==> run_1/m1.png <==
Scale bar: 20 um. Supply wires on this layer in gray.
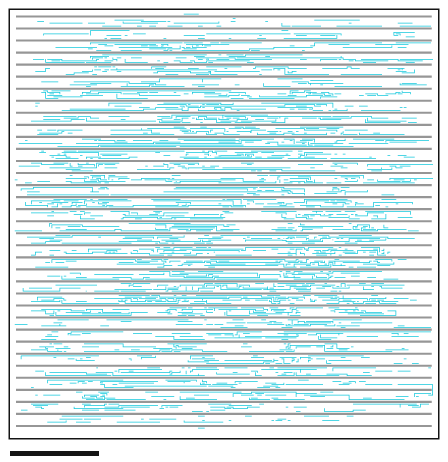
==> run_1/m2.png <==
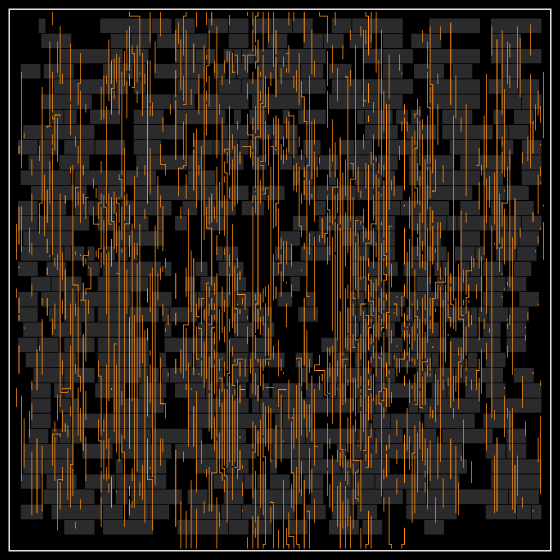
==> run_1/m3.png <==
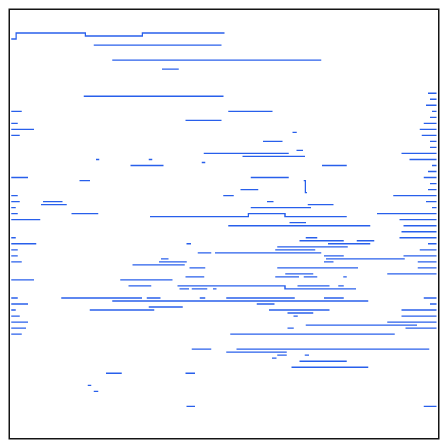
==> config.mk <==
export PLATFORM = sky130hd
export DESIGN_NAME = rv_imm_materializer
export DESIGN_NICKNAME = d
export VERILOG_FILES = /design/src/rtl/rv_pkg.sv /design/src/rtl/rv_instr_enc.sv /design/src/rtl/rv_imm_materializer.sv
export SDC_FILE = /design/constraint.sdc
export NUM_CORES = 1
export LEC_CHECK = 0
export CORE_UTILIZATION = 56
export CTS_BUF_LIST = sky130_fd_sc_hd__clkbuf_4 sky130_fd_sc_hd__clkbuf_8 sky130_fd_sc_hd__clkbuf_16
export CTS_CLUSTER_SIZE = 25
export DETAILED_ROUTE_END_ITERATION = 7
export PLACE_DENSITY = 0.83
export SLEW_MARGIN = 20
export SYNTH_ARGS = -nofsm -noshare
export SYNTH_HDL_FRONTEND = slang
export SYNTH_SLANG_ARGS = --single-unit
export TNS_END_PERCENT = 20
==> constraint.sdc <==
create_clock -name clk_i -period 6.8 [get_ports clk_i]
set_input_delay 0.68 -clock clk_i [delete_from_list [all_inputs] [get_ports clk_i]]
set_output_delay 0.68 -clock clk_i [all_outputs]
set_load 0.01 [all_outputs]
==> summary.rpt <==
PHYSICAL IMPLEMENTATION REPORT
----------------------------------------------------
[Cells and area]
  Num sequential ........................ 75
  Final clock-cell share ........................ 3.28%
  Sequential portion of the cell area ........................ 30.4%
  Clock buffer cells ........................ 10
  Most frequent cells in the layout ........................ sky130_fd_sc_hd__clkdlybuf4s50_1 (106), sky130_fd_sc_hd__dfrtp_1 (75), sky130_fd_sc_hd__mux2_4 (55)
  Number of non-filler instances in the completed layout ........................ 684
  Multi-input gate area in the final layout ........................ 0.00283 sq mm
  Number of fillers in the final layout ........................ 680
  Antenna cells ........................ 0
  Cell area after layout ........................ 0.00617 sq mm
  Buffer share of cell area ........................ 17.8%
  Area-dominant class ........................ combinational gates
  Area growth from synthesis to layout ........................ 23.0%
  Comb area share ........................ 45.8%
  Buffers outside the clock class ........................ 111
  Final nets ........................ 646
  Number of flip-flops in the largest register ........................ 64
  Fraction of layout instances using a drive strength above 1 ........................ 16.8%
  Most frequently placed logic cell in the final layout ........................ sky130_fd_sc_hd__clkdlybuf4s50_1

[Setup path]
  Number of buffer and inverter instances along the worst setup path ........................ 2
  Arr. time, crit path ........................ 4.23 ns
  Setup slack, reg-to-reg ........................ 4.06 ns
  Max incr delay on CP ........................ 0.68 ns
  Critical Path Fanout Max ........................ 21
  Library cell contributing the largest single delay on the critical path ........................ sky130_fd_sc_hd__nor2b_2
  Crit path depth ........................ 12
  Largest delay share family, worst path ........................ simple AND/OR/NAND/NOR gates
  Kind of end point of the critical path ........................ output port
  Cells along the critical path ........................ nor2b_2, buf_4, nand2_1, nand2_1, ha_1, nand2_1, mux2i_1, nand3_1, nor4_1, xor2_1, a22oi_1, clkdlybuf4s50_1
  Type of the worst setup path ........................ reg2out
  Critical path data required time ........................ 6.12 ns
  Crit path top cell by count ........................ sky130_fd_sc_hd__nand2_1

[Synth]
  Number of nets in the synthesized netlist ........................ 558
  Most common library cells after synthesis ........................ sky130_fd_sc_hd__dfrtp_1 (75), sky130_fd_sc_hd__mux2_4 (55), sky130_fd_sc_hd__nand2_1 (53)
  Most frequent cell after synthesis ........................ sky130_fd_sc_hd__dfrtp_1
  Synthesized-area fraction occupied by xor and xnor cells ........................ 2.79%
  Count of distinct cell types in the synthesized netlist ........................ 56
  Synth Flop Type ........................ sky130_fd_sc_hd__dfrtp_1
  Mean Syn Cell Area ........................ 10.4 sq um
  Register bit total from synthesis ........................ 75
  Adder Area Share ........................ 0.499%
  Mapped Area ........................ 0.00502 sq mm
  Area leader, netlist ........................ sky130_fd_sc_hd__dfrtp_1
  Simple-gate share of the synthesized area ........................ 17.1%
  Yosys synthesis warning count ........................ 0
  Area share of the leading cell type in the synthesized netlist ........................ 37.4%

[Floorplan]
  Vertical extent of the die ........................ 96.7 um
  Core Footprint ........................ 0.00868 sq mm
  Number of placed I/O pins ........................ 109
  Die width ........................ 96.7 um
  Well-Tap Cells ........................ 108

[STA]
  Clock period minus worst slack ........................ 4.91 ns
  Max-Slew Margin vs Limit ........................ 27.8%
  Worst-case setup margin in the final layout ........................ 1.89 ns
  Hold_ws ........................ 0.517 ns
  Share of the cycle needed by the critical path after routing ........................ 72.2%
  Setup repair after global routing missed its margin ........................ false
  Final setup violation count ........................ 0
  Post-Route Skew ........................ 0.00927 ns
  Final hold violation count ........................ 0
  Max Transition Viols Final ........................ 0
  Max Fclk ........................ 0.204 GHz
  Post-Route Setup TNS ........................ 0 ns

[CTS]
  Total clock sinks ........................ 75
  Insertion delay of the later-clocked pin in the worst-skew pair ........................ 0.36 ns
  Cts bufs inserted ........................ 9
  Maximum level of the CTS H-tree ........................ 3
  Clock root buffer master ........................ sky130_fd_sc_hd__clkbuf_8
  Post_cts resized ........................ 0
  Post-CTS Hold Buffers ........................ 0
  Clock transition at the registers of the reported paths ........................ 0.08 ns

[Power]
  Internal power of the cells ........................ 1.67 mW
  Power in the clock group ........................ 0.357 mW
  Combinational group share of total power ........................ 52.2%
  Reported leakage power ........................ 2.77 nW
  Share of total power in sequential cells ........................ 35.1%
  Clock network fraction of total power ........................ 12.7%
  Switching power total ........................ 1.15 mW
  Switching part of the total ........................ 40.9%
  Total power draw ........................ 2.82 mW
  Power Combinational ........................ 1.47 mW

[GRT]
  M1 GR Usage ........................ 43.4%
  GR Overflow Total ........................ 0
  Routing layer with the top usage in global route ........................ met2
  Largest net degree at the start of global routing ........................ 76
  Antenna violations before repair ........................ 0
  Vias in the first global route ........................ 4152
  First-pass GRT wire length ........................ 23.0 mm

[Route]
  Wire length the detailed router placed on met1 ........................ 6.28 mm
  DR WL met2 ........................ 6.54 mm
  Post-DRT Antenna Nets ........................ 0
  Number of search-and-repair iterations in the first detailed-routing pass ........................ 5
  Per-cell routed wire length ........................ 21.0 um
  Top layer used by detailed routing ........................ met4
  Remaining design rule violation count ........................ 0

[Placed design]
  Detail Placement HPWL ........................ 10.9 mm
  Quantity of I/O buffers inserted on ports ........................ 107
  Pre-CTS setup slack ........................ 2.38 ns
  Routability-driven placement congestion ratio ........................ 0.952

[Run status]
  Run status ........................ finished, final reports clean

----------------------------------------------------
-- m1.png (at the start) --
nets with wire on the layer: 564
main direction: horizontal
vias after detailed routing: 4298
aggregate routed wire length: 14.4 mm

-- m2.png (at the start) --
main direction: vertical
wire length on this layer: 6540 um
global-route track usage on met2: 48.0%

-- m3.png (at the start) --
nets with wire on the layer: 124
wire length on this layer: 1120 um
global routing usage on met3: 7.08%

Power is estimated from default activity; no workload was simulated.
